**src/rtl/pbus_arbiter.sv**
```systemverilog
// Two-master peripheral bus arbiter: one-entry pending buffer per master, round-robin
// grant, one outstanding slave transaction, response routing and no-slave/timeout faults.
`ifndef XLEN
`define XLEN 32
`endif
`ifndef BUS_WIDTH
`define BUS_WIDTH 32
`endif
`ifndef BUS_ACC_CNT
`define BUS_ACC_CNT 4
`endif

module pbus_arbiter #(
  parameter int TIMEOUT = 64,
  parameter int CNT_W   = $clog2(TIMEOUT + 1)
) (
  input  logic                            clk,
  input  logic                            rstn,
  input  logic                            m0_req,
  input  logic [`XLEN-1:0]                m0_addr,
  input  logic                            m0_w_rb,
  input  logic [$clog2(`BUS_ACC_CNT)-1:0] m0_acc,
  input  logic [`BUS_WIDTH-1:0]           m0_wdata,
  output logic                            m0_resp,
  output logic [`BUS_WIDTH-1:0]           m0_rdata,
  output logic                            m0_fault,
  input  logic                            m1_req,
  input  logic [`XLEN-1:0]                m1_addr,
  input  logic                            m1_w_rb,
  input  logic [$clog2(`BUS_ACC_CNT)-1:0] m1_acc,
  input  logic [`BUS_WIDTH-1:0]           m1_wdata,
  output logic                            m1_resp,
  output logic [`BUS_WIDTH-1:0]           m1_rdata,
  output logic                            m1_fault,
  output logic                            s_req,
  output logic [`XLEN-1:0]                s_addr,
  output logic                            s_w_rb,
  output logic [$clog2(`BUS_ACC_CNT)-1:0] s_acc,
  output logic [`BUS_WIDTH-1:0]           s_wdata,
  input  logic                            s_resp,
  input  logic [`BUS_WIDTH-1:0]           s_rdata,
  input  logic                            s_fault,
  output logic                            busy
);

  localparam int AW   = `XLEN;
  localparam int DW   = `BUS_WIDTH;
  localparam int ACCW = $clog2(`BUS_ACC_CNT);

  typedef enum logic [1:0] {
    ST_IDLE  = 2'd0,
    ST_ISSUE = 2'd1,
    ST_WAIT  = 2'd2
  } state_t;

  state_t            r_state;
  state_t            w_state_nxt;

  logic [1:0]        w_req;
  logic [AW-1:0]     w_addr [2];
  logic [1:0]        w_w_rb;
  logic [ACCW-1:0]   w_acc [2];
  logic [DW-1:0]     w_wdata [2];

  logic [1:0]        r_pend_vld;
  logic [AW-1:0]     r_pend_addr [2];
  logic [1:0]        r_pend_w_rb;
  logic [ACCW-1:0]   r_pend_acc [2];
  logic [DW-1:0]     r_pend_wdata [2];

  logic              r_last_grant;
  logic [CNT_W-1:0]  r_cnt;
  logic              r_s_req;
  logic [AW-1:0]     r_s_addr;
  logic              r_s_w_rb;
  logic [ACCW-1:0]   r_s_acc;
  logic [DW-1:0]     r_s_wdata;
  logic [1:0]        r_fault;
  logic [DW-1:0]     r_rdata [2];

  logic              w_grant;
  logic              w_do_grant;
  logic              w_resp;
  logic [1:0]        w_fault_nxt;
  logic [1:0]        w_active;
  logic [1:0]        w_capture;

  assign w_req      = {m1_req, m0_req};
  assign w_addr[0]  = m0_addr;
  assign w_addr[1]  = m1_addr;
  assign w_w_rb     = {m1_w_rb, m0_w_rb};
  assign w_acc[0]   = m0_acc;
  assign w_acc[1]   = m1_acc;
  assign w_wdata[0] = m0_wdata;
  assign w_wdata[1] = m1_wdata;

  // The owner of an in-flight transaction may not queue another request behind it.
  assign w_active[0] = (r_state != ST_IDLE) && !r_last_grant;
  assign w_active[1] = (r_state != ST_IDLE) &&  r_last_grant;
  assign w_capture   = w_req & ~r_pend_vld & ~w_active;

  // Pending request buffers: capture when empty, release on grant.
  always_ff @(posedge clk or negedge rstn) begin
    if (!rstn) begin
      r_pend_vld  <= 2'b00;
      r_pend_w_rb <= 2'b00;
      for (int i = 0; i < 2; i++) begin
        r_pend_addr[i]  <= '0;
        r_pend_acc[i]   <= '0;
        r_pend_wdata[i] <= '0;
      end
    end else begin
      for (int i = 0; i < 2; i++) begin
        if (w_capture[i]) begin
          r_pend_vld[i]   <= 1'b1;
          r_pend_addr[i]  <= w_addr[i];
          r_pend_w_rb[i]  <= w_w_rb[i];
          r_pend_acc[i]   <= w_acc[i];
          r_pend_wdata[i] <= w_wdata[i];
        end else if (w_do_grant && (w_grant == 1'(i))) begin
          r_pend_vld[i] <= 1'b0;
        end
      end
    end
  end

  // Grant selection, transaction sequencing and response/fault decisions.
  always_comb begin
    w_state_nxt = r_state;
    w_grant     = r_last_grant;
    w_do_grant  = 1'b0;
    w_resp      = 1'b0;
    w_fault_nxt = 2'b00;
    case (r_state)
      ST_IDLE: begin
        if (r_pend_vld != 2'b00) begin
          w_do_grant  = 1'b1;
          w_state_nxt = ST_ISSUE;
          if (r_pend_vld == 2'b11) begin
            w_grant = ~r_last_grant;
          end else begin
            w_grant = r_pend_vld[1];
          end
        end else begin
          w_state_nxt = ST_IDLE;
        end
      end
      ST_ISSUE: begin
        if (s_fault) begin
          w_fault_nxt[r_last_grant] = 1'b1;
          w_state_nxt               = ST_IDLE;
        end else if (s_resp) begin
          w_resp      = 1'b1;
          w_state_nxt = ST_IDLE;
        end else begin
          w_state_nxt = ST_WAIT;
        end
      end
      ST_WAIT: begin
        if (s_resp) begin
          w_resp      = 1'b1;
          w_state_nxt = ST_IDLE;
        end else if (r_cnt == CNT_W'(TIMEOUT - 1)) begin
          w_fault_nxt[r_last_grant] = 1'b1;
          w_state_nxt               = ST_IDLE;
        end else begin
          w_state_nxt = ST_WAIT;
        end
      end
      default: begin
        w_state_nxt = ST_IDLE;
      end
    endcase
  end

  // State, grant history, slave-side payload, wait counter and fault pulses.
  always_ff @(posedge clk or negedge rstn) begin
    if (!rstn) begin
      r_state      <= ST_IDLE;
      r_last_grant <= 1'b1;
      r_cnt        <= '0;
      r_s_req      <= 1'b0;
      r_s_addr     <= '0;
      r_s_w_rb     <= 1'b0;
      r_s_acc      <= '0;
      r_s_wdata    <= '0;
      r_fault      <= 2'b00;
    end else begin
      r_state <= w_state_nxt;
      r_fault <= w_fault_nxt;
      r_s_req <= w_do_grant;
      if (w_do_grant) begin
        r_last_grant <= w_grant;
        r_s_addr     <= r_pend_addr[w_grant];
        r_s_w_rb     <= r_pend_w_rb[w_grant];
        r_s_acc      <= r_pend_acc[w_grant];
        r_s_wdata    <= r_pend_wdata[w_grant];
      end
      if (r_state == ST_ISSUE) begin
        r_cnt <= '0;
      end else if (r_state == ST_WAIT) begin
        r_cnt <= r_cnt + CNT_W'(1);
      end
    end
  end

  // Last delivered read data per master, held while resp is low.
  always_ff @(posedge clk or negedge rstn) begin
    if (!rstn) begin
      r_rdata[0] <= '0;
      r_rdata[1] <= '0;
    end else if (w_resp) begin
      r_rdata[r_last_grant] <= s_rdata;
    end
  end

  assign m0_resp  = w_resp & ~r_last_grant;
  assign m1_resp  = w_resp &  r_last_grant;
  assign m0_rdata = m0_resp ? s_rdata : r_rdata[0];
  assign m1_rdata = m1_resp ? s_rdata : r_rdata[1];
  assign m0_fault = r_fault[0];
  assign m1_fault = r_fault[1];

  assign s_req   = r_s_req;
  assign s_addr  = r_s_addr;
  assign s_w_rb  = r_s_w_rb;
  assign s_acc   = r_s_acc;
  assign s_wdata = r_s_wdata;
  assign busy    = (r_state != ST_IDLE);

endmodule

```
**config.mk**
```make
export PLATFORM = sky130hd
export DESIGN_NAME = pbus_arbiter
export DESIGN_NICKNAME = d
export VERILOG_FILES = /design/src/rtl/pbus_arbiter.sv
export SDC_FILE = /design/constraint.sdc
export NUM_CORES = 1
export LEC_CHECK = 0
export CAP_MARGIN = 20
export CELL_PAD_IN_SITES_DETAIL_PLACEMENT = 2
export CELL_PAD_IN_SITES_GLOBAL_PLACEMENT = 2
export CORE_MARGIN = 2
export CORE_UTILIZATION = 30
export DETAILED_ROUTE_END_ITERATION = 8
export GPL_TIMING_DRIVEN = 1
export PLACE_DENSITY = 0.8
export SLEW_MARGIN = 25
export SYNTH_ARGS = -nofsm -noshare
export SYNTH_HDL_FRONTEND = slang
export SYNTH_SLANG_ARGS = --single-unit
```
**constraint.sdc**
```tcl
create_clock -name clk -period 1.9 [get_ports clk]
set_clock_uncertainty 0.1 [all_clocks]
set_input_delay 0.38 -clock clk [delete_from_list [all_inputs] [get_ports clk]]
set_output_delay 0.38 -clock clk [all_outputs]
set_load 0.01 [all_outputs]
```
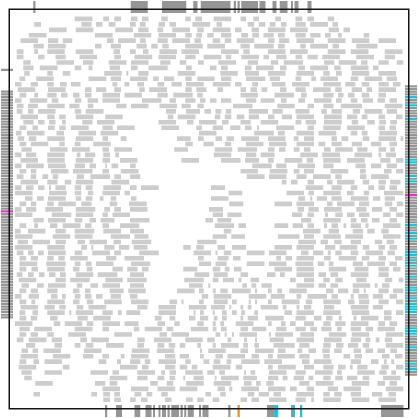
Figure 1: run 1, I/O pins on the die edge.
Drawn at 2 px/um. Pins as bars across the die edge, other pins in grey.
- s_acc: magenta (pins 2; direction output; edge 1 right, 1 left)
- s_rdata: cyan (pins 32; direction input; edge 28 right, 4 bottom)
- s_fault: orange (pins 1; direction input; edge bottom)
- all pins by edge: 107 right, 85 left, 66 top, 51 bottom

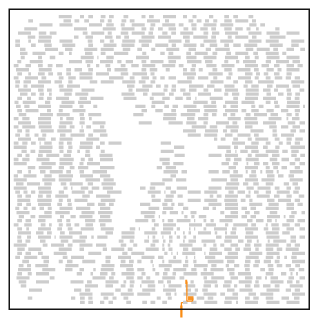
Figure 2: run 1, nets reached from selected ports.
Drawn at 1.5 px/um.
- s_fault: orange (bits 1; direction input; edge bottom; end cells 2; buffers 1; wire 22.8 um)

==> impl_metrics.py, run 1 <==
# Metrics from the implementation run
metrics = {
    "run_status": {
        "run_status": "finished with violations",
        "violations": "negative setup slack",
    },
    "power_and_ir_drop": {
        "p_clk_frac": 0.184,
        "switching_power_mw": 13.41,
        "leakagePower_nw": 9.231,
    },
    "final_layout": {
        "combGateArea_um2": 4578,
        "inverters": 12,
        "layout-drive-gt1-share": 0.4691,
        "final_common_cell": "dfrtp_1",
        "nClkBuffers": 52,
        "seq-cell-share": 0.3603,
    },
    "run": {
        "warnings": 32,
        "max-cap-violations": 0,
    },
    "clock_network": {
        "post_cts_buffers": 68,
        "cts_tree": "built",
        "post_cts_resized": 601,
        "clockBufferDepth": 3,
        "cts_hold_buffers": 1,
    },
    "die": {
        "io_pins": 309,
        "die_w_um": 198.9,
    },
    "timing": {
        "final_period_minus_worst_setup_slack_ps": 2976,
        "setup_viol": 333,
        "worst_slack_ps": -1076,
        "worstMarginPinSlew_ps": 466.0,
        "rsz0062_at_grt": "true",
    },
    "synth": {
        "ys_cells": 720,
        "synth-main-ff-cell": "dfrtp_1",
        "edf_count": 0,
    },
    "place": {
        "dpl_cell_area_um2": 15410,
    },
    "global_routing": {
        "grt_max_degree": 48,
    },
    "detailed_routing": {
        "antenna_left": 0,
    },
}
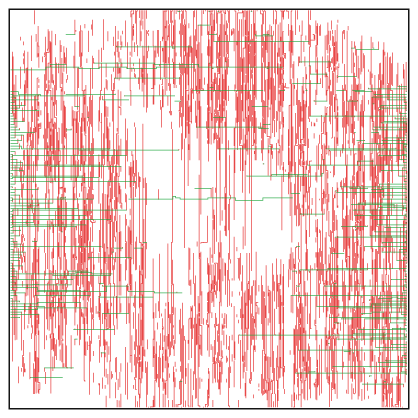
Figure 3: run 1, routed metal, one colour a layer.
Drawn at 2 px/um. Two of the layers only.
- met2: red (wire length 28.9 mm)
- met3: green (wire length 4120 um)

run 1: layer usage:
layer	vias to the layer above	part of all wire	track usage
met5	-	0.00061	0
met4	4	0.034	0.09315
met3	116	0.074	0.08427
met2	347	0.52	0.4675
met1	4559	0.37	0.2849
li1	3601	-	-
run 1: worst max-delay path, stage by stage (launching register included):
cell and delay (ps):
dfrtp_1 380, inv_2 90, ha_4 170, and2b_4 180, o2111ai_4 210, buf_12 150
buf_12 140, buf_12 140, mux2_4 330, buf_6 140
run 1: power groups by stage:
stage / registers, mW / logic, mW / clock network, mW
after floorplan: 10.4 / 6.94 / 0
after global placement: 10.5 / 12.5 / 0
after detailed placement: 10.6 / 13.0 / 0
after CTS: 10.7 / 18.6 / 7.17
after global routing: 11.3 / 21.8 / 7.52
final: 11.1 / 20.8 / 7.17
run 1: cell families (layout without fill, tap and decap cells):
kind of cell             count (synthesis)  in the layout  synth area share
other                                    0              2                 0
flip-flops                             280            280            0.6147
adder cells (fa/ha/maj)                  5              5          0.005487
buffers and inverters                   55            563           0.02930
AND-OR/OR-AND                           87             87           0.07496
AND/OR/NAND/NOR                         93             93           0.04939
XOR/XNOR                                 1              1         0.0007684
multiplexers                           199            199            0.2254
run 1: sequential cells by signal (all words and copies together), names as in the netlist, 4 cells and up:
| signal | flops |
|---|---|
| r_pend_addr | 64 |
| s_addr | 32 |
| r_cnt | 7 |
| r_pend_acc | 4 |
| s_wdata | 32 |
| r_rdata | 64 |
| r_pend_wdata | 64 |
run 1: per-stage QoR:
stage / hold WS [ps] / power [mW]
finish: 256.0 / 39.01
global route: 280.3 / 40.59
CTS: 246.6 / 36.50
detailed placement: 229.1 / 23.69
global placement: 228.0 / 22.97
floorplan: -15.59 / 17.35
Figure 4. Placement view (run 1).
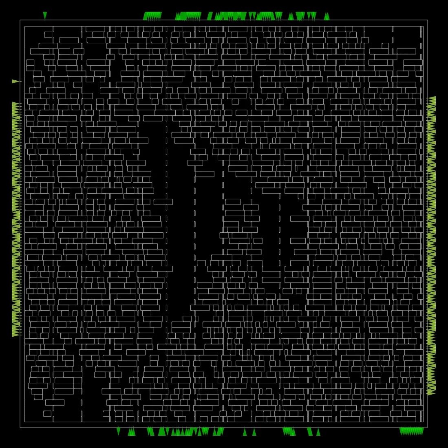

==> run 2, diff against run 1 <==
--- a/config.mk
+++ b/config.mk
@@ -10,6 +10,7 @@
 export CELL_PAD_IN_SITES_GLOBAL_PLACEMENT = 2
 export CORE_MARGIN = 2
 export CORE_UTILIZATION = 30
+export CTS_CLUSTER_DIAMETER = 50
 export DETAILED_ROUTE_END_ITERATION = 8
 export GPL_TIMING_DRIVEN = 1
 export PLACE_DENSITY = 0.8
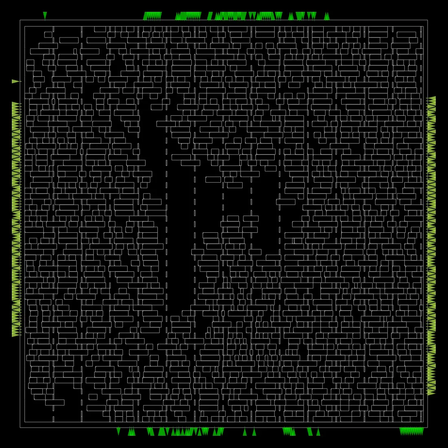
Figure 5: run 2, placement view.
Non-Filler Instances: 1763
seq_cells: 280

==> impl_metrics.py, run 2 <==
# Metrics from the implementation run
metrics = {
    "final_layout": {
        "final_common_cell": "dfrtp_1",
        "top_regs": "r_pend_addr: 64 flops, r_pend_wdata: 64 flops, r_rdata: 64 flops",
    },
    "clock_network": {
        "cts_tree": "built",
        "post_cts_buffers": 78,
        "cts_hold_buffers": 1,
        "clockBufferDepth": 3,
    },
    "power_and_ir_drop": {
        "pg_clk_mw": 8.17,
        "switching_power_mw": 13.53,
        "top_power_group": "combinational cells",
        "p_comb_mw": 20.1,
    },
    "detailed_routing": {
        "met2_length_um": 28110,
        "wl_met1_um": 20010,
    },
    "global_routing": {
        "top_usage_layer": "met2",
        "grtUsageMet3": 0.09071,
        "use_met1": 0.2839,
        "grt_use_met2": 0.4604,
    },
    "synth": {
        "synth-main-ff-cell": "dfrtp_1",
        "ys_cells": 720,
    },
    "timing": {
        "worstMarginPinSlew_ps": 462.1,
        "worst_slack_ps": -1093,
        "setup_viol": 332,
    },
    "run_status": {
        "violations": "negative setup slack",
        "run_status": "finished with violations",
    },
    "run": {
        "max-cap-violations": 0,
        "warnings": 32,
    },
}
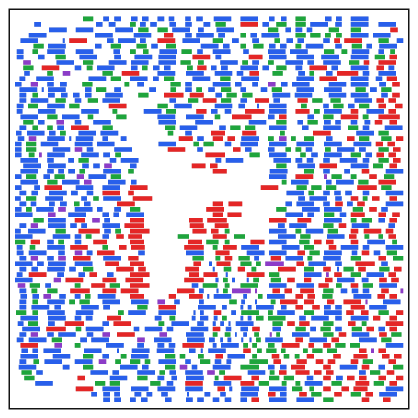
Figure 6: run 2, cell sizes after repair.
Drawn at 2 px/um.
- drive 3 to 4: green (cells 301; most used mux2_4)
- drive 1 or less: blue (cells 636; most used dfrtp_1)
- drive 6 and up: red (cells 273; most used buf_6)
- drive 2: purple (cells 40; most used mux2_2)

==> run 2: final timing paths <==
kind	to	start	depth (start not counted)
setup / recovery	m1_rdata[24]	r_state[1]$_DFF_PN0_	9
min in group clk	r_pend_addr[14]$_DFFE_PN0P_	m1_addr[14]	2
hold / removal	r_rdata[29]$_DFFE_PN0P_	rstn	2
setup reg to reg	r_rdata[24]$_DFFE_PN0P_	r_state[1]$_DFF_PN0_	10
hold reg to reg	s_wdata[9]$_DFFE_PN0P_	r_pend_wdata[9]$_DFFE_PN0P_	1
max in group asynchronous	r_pend_addr[37]$_DFFE_PN0P_	rstn	3
==> run 2: cells by family after synthesis <==
family	Yosys count	synth area share
xor+xnor	1	0.0007684
buf+inv	55	0.02930
compound gates	87	0.07496
mux	199	0.2254
simple gates	93	0.04939
flops	280	0.6147
fa+ha+maj	5	0.005487
==> run 2: critical path, stage by stage, from the launching register on <==
cell	delay [ps]
dfrtp_1	390
inv_2	80
ha_4	170
and2b_4	190
o2111ai_4	250
buf_6	160
buf_8	130
buf_12	140
mux2_4	320
buf_6	130
==> run 2: cell type report <==
cell class,count,area (um^2)
diodes,2,5.005
clock buffers,52,1150
clock inverters,24,284.0
fillers,3407,17930
inverters,12,50.05
multi-input cells,386,4653
flip-flops and latches,280,7009
well taps,511,639.4
repair buffers,496,5856
==> run 2: per-stage QoR <==
| stage | worst slack, ps | TNS (ps) | util |
|---|---|---|---|
| after floorplan | -174.5 | -10040 | - |
| after global routing | -1172 | -127470 | 0.5228 |
| after CTS | -1197 | -110710 | 0.5079 |
| after global placement | -1035 | -111910 | 0.4101 |
| after detailed placement | -1071 | -121460 | 0.4101 |
| final | -1093 | -109540 | 0.5228 |
Figure 7. Routed metal, one colour a layer (run 2).
Drawn at 2 px/um. Two of the layers only.
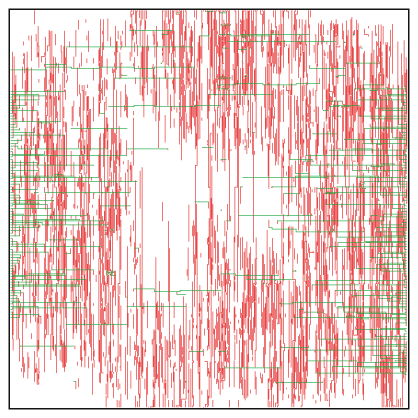

==> run 3, diff against run 2 <==
--- a/config.mk
+++ b/config.mk
@@ -5,15 +5,16 @@
 export SDC_FILE = /design/constraint.sdc
 export NUM_CORES = 1
 export LEC_CHECK = 0
+export ABC_AREA = 1
 export CAP_MARGIN = 20
 export CELL_PAD_IN_SITES_DETAIL_PLACEMENT = 2
 export CELL_PAD_IN_SITES_GLOBAL_PLACEMENT = 2
 export CORE_MARGIN = 2
-export CORE_UTILIZATION = 30
+export CORE_UTILIZATION = 26
 export CTS_CLUSTER_DIAMETER = 50
 export DETAILED_ROUTE_END_ITERATION = 8
 export GPL_TIMING_DRIVEN = 1
-export PLACE_DENSITY = 0.8
+export PLACE_DENSITY = 0.81
 export SLEW_MARGIN = 25
 export SYNTH_ARGS = -nofsm -noshare
 export SYNTH_HDL_FRONTEND = slang
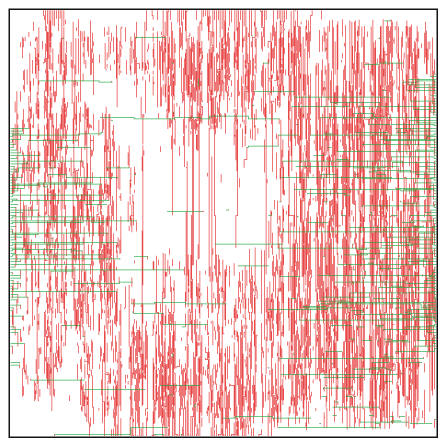
Figure 8: run 3, routed metal, one colour a layer.
Drawn at 2 px/um. Two of the layers only.
- met3: green (wire length 4730 um)
- met2: red (wire length 34.1 mm)

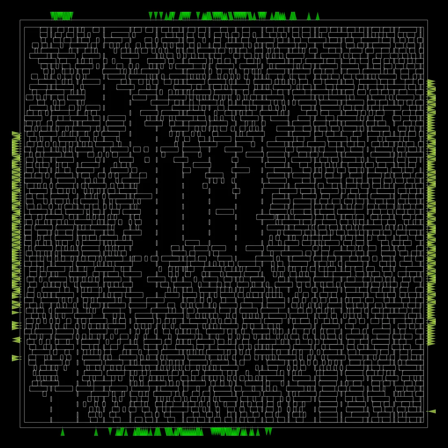
Figure 9: run 3, placement view.
core area: 43170 um^2
Fillers: 4380
Tapcell Cnt: 585
Non-Filler Instances: 2402
utilization after layout: 0.4860

==> impl_metrics.py, run 3 <==
# Metrics from the implementation run
metrics = {
    "run_status": {
        "run_status": "finished with violations",
        "violations": "negative setup slack",
    },
    "detailed_routing": {
        "wl_met3_um": 4730,
        "antenna_left": 0,
        "met2_length_um": 34050,
        "highest_layer": "met5",
    },
    "timing": {
        "setup_viol": 145,
        "rsz0062_at_grt": "true",
        "whs_ps": 247.4,
        "worst_slack_ps": -1195,
    },
    "clock_network": {
        "post_cts_resized": 570,
        "post_cts_buffers": 110,
    },
    "final_layout": {
        "dominant_cells": "registers",
        "combGateArea_um2": 4915,
        "buffers_excl_clock": 548,
        "comb_cells": 757,
    },
    "place": {
        "dpl_cell_area_um2": 15710,
    },
    "global_routing": {
        "use_met1": 0.2584,
        "grt_max_degree": 67,
    },
    "synth": {
        "edf_count": 0,
    },
    "die": {
        "io_pins": 309,
    },
}
[run 3: cell count changes after synthesis, moves of 67 or more]
cell and change:
nand2_1 +375, inv_1 +142, mux2_2 -110, nand3_1 +99, mux2_4 -88, o21ai_0 +78, a221o_1 -67, and2_0 -67
[run 3: where the power goes]
group	total [mW]	leakage (nW)	switching (mW)	internal [mW]
clock network	7.78	0.649	3.07	4.71
logic	20.4	5.84	10.8	9.63
registers	10.9	3.45	2.06	8.83
total	39.0	9.94	15.9	23.2
[run 3: final timing paths]
check                                           startpoint                           to  slack (ps)  cells after the start
worst min-delay path                                  rstn      r_rdata[17]$_DFFE_PN0P_         250                      2
max in group asynchronous                             rstn      r_rdata[62]$_DFFE_PN0P_         690                      3
worst min register to register  r_pend_addr[3]$_DFFE_PN0P_        s_addr[3]$_DFFE_PN0P_         380                      2
worst max register to register        r_state[1]$_DFF_PN0_       r_rdata[1]$_DFFE_PN0P_       -1080                     20
worst max-delay path                  r_state[1]$_DFF_PN0_                  m0_rdata[8]       -1200                     13
min in group clk                               m0_addr[29]  r_pend_addr[61]$_DFFE_PN0P_         280                      3
[run 3: logic make-up (layout without fill, tap and decap cells)]
logic type | count (synthesis) | in the layout | synth area share
adder cells (fa/ha/maj) | 5 | 5 | 0.005496
other | 0 | 6 | 0
flip-flops | 280 | 280 | 0.6157
buffers and inverters | 231 | 774 | 0.08135
AND-OR/OR-AND | 184 | 184 | 0.09058
AND/OR/NAND/NOR | 568 | 568 | 0.2069
[run 3: worst max-delay path: stages, from the launching register on]
cell     delay (ps)
dfrtp_1         400
inv_2           110
ha_4            170
inv_4            50
nor2_4          150
nor2_4           60
nor2_4          110
buf_6           170
buf_8           140
buf_16          150
buf_6           120
nand3_4         140
nand2_4         150
buf_6           110
Power is estimated from default activity; no workload was simulated.
